==> config.mk <==
export PLATFORM = sky130hd
export DESIGN_NAME = ex_muldiv_ctrl
export DESIGN_NICKNAME = d
export VERILOG_FILES = /design/src/rtl/ex_pkg.sv /design/src/rtl/muldiv_step.sv /design/src/rtl/ex_muldiv_ctrl.sv
export SDC_FILE = /design/constraint.sdc
export NUM_CORES = 1
export LEC_CHECK = 0
export CAP_MARGIN = 15
export CORE_MARGIN = 1.5
export CORE_UTILIZATION = 45
export CTS_CLUSTER_DIAMETER = 100
export DETAILED_ROUTE_END_ITERATION = 16
export GPL_ROUTABILITY_DRIVEN = 0
export HOLD_SLACK_MARGIN = 0.15
export PLACE_DENSITY_LB_ADDON = 0.2
export RECOVER_POWER = 100
export SLEW_MARGIN = 25
export SYNTH_ARGS = -nofsm -noshare
export SYNTH_HDL_FRONTEND = slang
export SYNTH_SLANG_ARGS = --single-unit
export TNS_END_PERCENT = 1
==> constraint.sdc <==
create_clock -name clk -period 4.03 [get_ports clk]
set_input_delay 0.6045 -clock clk [delete_from_list [all_inputs] [get_ports clk]]
set_output_delay 0.6045 -clock clk [all_outputs]
set_load 0.03 [all_outputs]
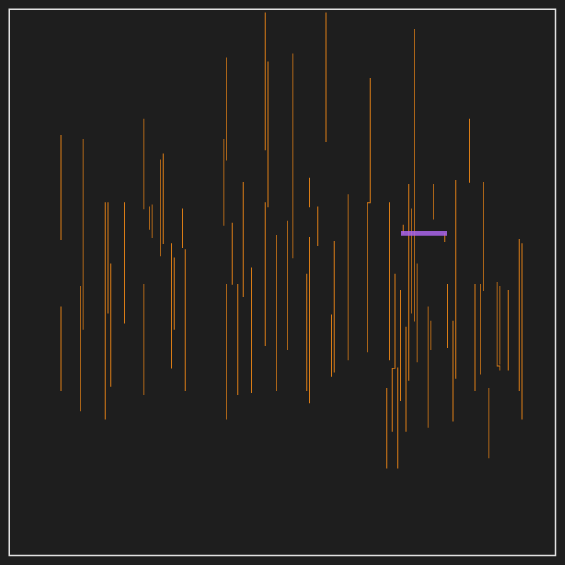
Figure 1: routed metal, one colour a layer.
Drawn at 3 px/um. Two of the layers only.
M4: drawn in orange, wire length 2,540 um. M5: drawn in purple, wire length 13.8 um.
Total GRT Usage: 29.2%
via count: 13.8k

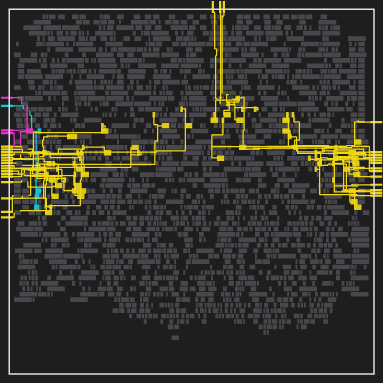
Figure 2: nets reached from selected ports.
Drawn at 2 px/um.
`flush`: drawn in cyan, bits 1, direction input, end cells 4, buffers 1, wire 65.0 um. `op_b`: drawn in yellow, bits 32, direction input, end cells 72, buffers 32, wire 1,970 um. `alu_op`: drawn in magenta, bits 3, direction input, end cells 1, buffers 3, wire 49.6 um.
PortBufs: 178
# IOs: 179

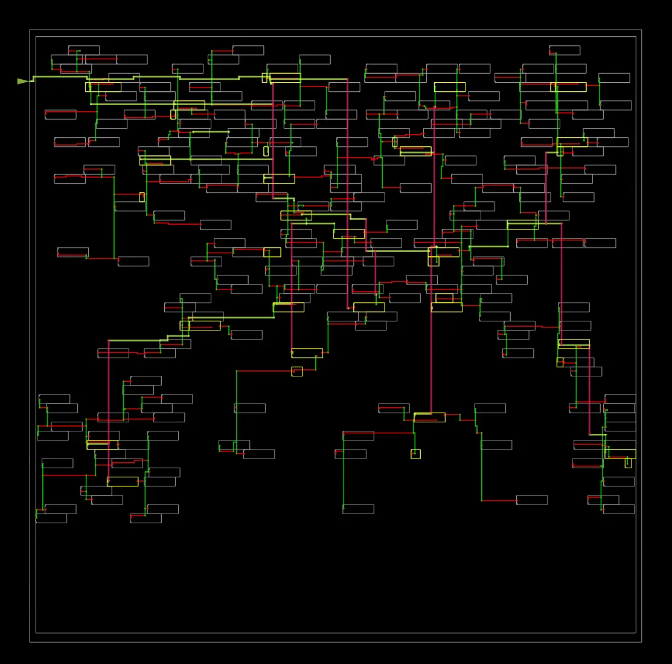
Figure 3: the clock network.
Seq cells: 204
Num CTS Buffers: 23

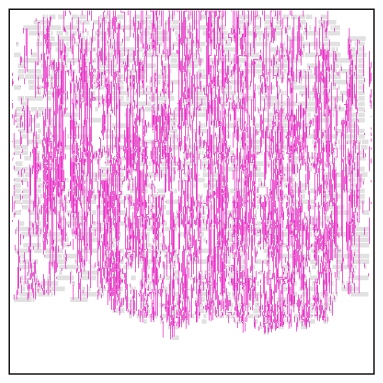
Figure 4: the metal 2 layer.
Drawn at 2 px/um.
The wires run mostly vertical. 1,700 nets have wire on it. The longest straight run is 73.1 um. The layer carries 22.5 mm of wire. The layer holds 47% of the routed length.
met2 Use GR: 48.6%
final WL: 48,100 um

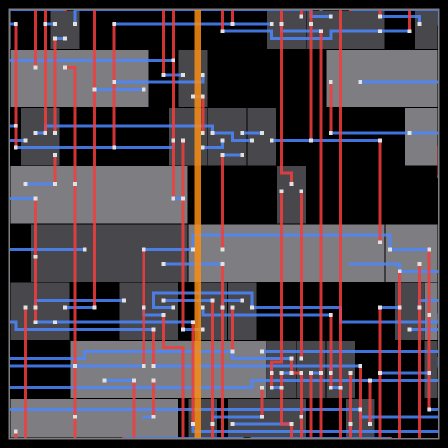
Figure 5: a small window of the routed layout.
Window x 126 to 146, y 126 to 146 um. Cells in grey, sequential cells in the stronger grey; small squares are vias.
M4: drawn in orange. M2: drawn in red. M1: drawn in blue.
28 logic cells have their middle in the window. Most frequent: nor2_1 (7), nand2_1 (6), dfrtp_1 (6). Sequential cells in the window: 6.

==> results_dict.tcl <==
# implementation run metrics
set metrics [dict create \
    drtIter0Drc 1187 \
    clockRootBuffer "clkbuf_16" \
    finalMaxSlewViolations 190 \
    drtAntennaViolNets 0 \
    failed_checks "capacitance limit, slew limit" \
    clock_latency_ns 0.52 \
    top_cell_area_share_pct 35.6 \
    synthAdderAreaFrac_pct 6.21 \
    final.setup.tns_ns 0 \
    maxCapViolCount 2 \
    fin_skew_ns 0.0160 \
    yosys_area_sq_mm 0.0143 \
    postLayoutSetupSlackWorst_ns 0.326 \
    min_delay_path_depth 2 \
    grt_max_degree 101 \
    clkTransAtPathRegs_ns 0.06 \
    edf_count 0 \
    rows 65 \
    fp_nets 1888 \
    cts_tree "done" \
    regToRegSetupSlack_ns 0.33 \
    core-area_sq_mm 0.0315 \
    rr_worst_depth 9 \
    rsz0062_at_grt "no" \
    peakVddDrop_mv 0.936 \
    num-nets-final 2021 \
    synth_cell_types 89 \
    ys_seq_share_pct 35.6 \
    holdBufCountCts 0 \
    min_period_ns 3.70 \
    holdCritPathClass "reg2reg" \
    globalRouteOverflowTotal 0 \
    floorplan.core_util_pct 45.6 \
    dr.pass1.iters 6 \
    die.size.y_um 182 \
    finalHoldViolations 0 \
    clk_path_buf_depth 3 \
    synthCells 1741 \
    endpoint_kind "flop" \
    routedWlPerCell_um 21.0 \
    layout-drive-gt1-share_pct 5.77 \
    setup_violations 0 \
    simple_gate_share_pct 19.8 \
    status "complete, but fails checks" \
    yosysWarnings 0 \
    cts.repair.resized 0 \
    worstMarginPinSlew_ns 2.66 \
    flop_cell "dfrtp_1" \
    total_leakage_power_uw 0.00784 \
]
[through the flow]
stage | area (sq um) | util (%) | power [uW] | hold WS (ns)
global route | 17100 | 54.3 | 16600 | 0.512
CTS | 17200 | 54.6 | 15700 | 0.195
detailed placement | 16500 | 52.5 | 13700 | 0.469
global placement | 16500 | 52.5 | 13600 | 0.463
finish | 17100 | 54.3 | 15500 | 0.470
floorplan | 14300 | - | 10500 | 0.309
[layer usage]
metal	share of wire, %	up-vias	global-route usage (%)
met5	0.027	-	0
met3	6.2	147	3.95
met1	42	6573	37.6
met4	5.3	2	13.5
li1	-	6480	-
met2	47	571	48.6
[worst max-delay path, cell delays in order (launching register included)]
cell	delay [ns]
dfrtp_1	0.40
inv_1	0.08
ha_1	0.35
clkbuf_2	1.19
nor2_1	0.21
o21a_1	0.53
buf_12	0.29
and3_1	0.18
a21oi_1	0.13
a21bo_1	0.21
[synth_stat cells, types with 10 or more instances]
cell      instances
nor4_1           11
mux2i_1         104
nand2b_1         17
and3_1           18
dfrtp_1         204
nor3_1           16
or3_1            14
nand3_1          34
a21oi_1          88
nand2_1         231
buf_2            11
o21ai_0         207
nor2_1          199
a21o_1           27
ha_1             68
xor2_1           10
buf_6            10
a211oi_1         17
xnor2_1          38
o211ai_1         23
inv_1            54
clkbuf_1         75
nand4_1          13
and2_1           35
o21a_1           10
a31oi_1          58
[power breakdown]
| group | switching (uW) | internal, uW | leakage [uW] | total (uW) |
|---|---|---|---|---|
| registers | 757 | 2740 | 0.00258 | 3490 |
| clock network | 863 | 1090 | 0.000327 | 1950 |
| logic | 6450 | 3650 | 0.00494 | 10100 |
| total | 8070 | 7480 | 0.00784 | 15500 |
[kinds of logic (layout without fill, tap and decap cells)]
group / Yosys count / count (layout)
muxes: 113 / 113
adders and majority gates: 70 / 70
and+or+nand+nor: 624 / 624
AOI/OAI and AO/OA: 523 / 523
DFF: 204 / 204
xor gates and xnor gates: 48 / 48
buffers and inverters: 159 / 306
[layout make-up]
type | instances | area, sq um | share of cell area, %
multi-input combinational | 1378 | 8540 | 50.0
sequential | 204 | 5100 | 29.9
timing repair buffer | 213 | 2070 | 12.1
clock buffer | 32 | 629 | 3.68
tap | 402 | 503 | 2.94
inverter | 54 | 203 | 1.19
clock inverter | 7 | 47.5 | 0.278
Power figures rest on the tool's default switching activity, not on a simulated workload.
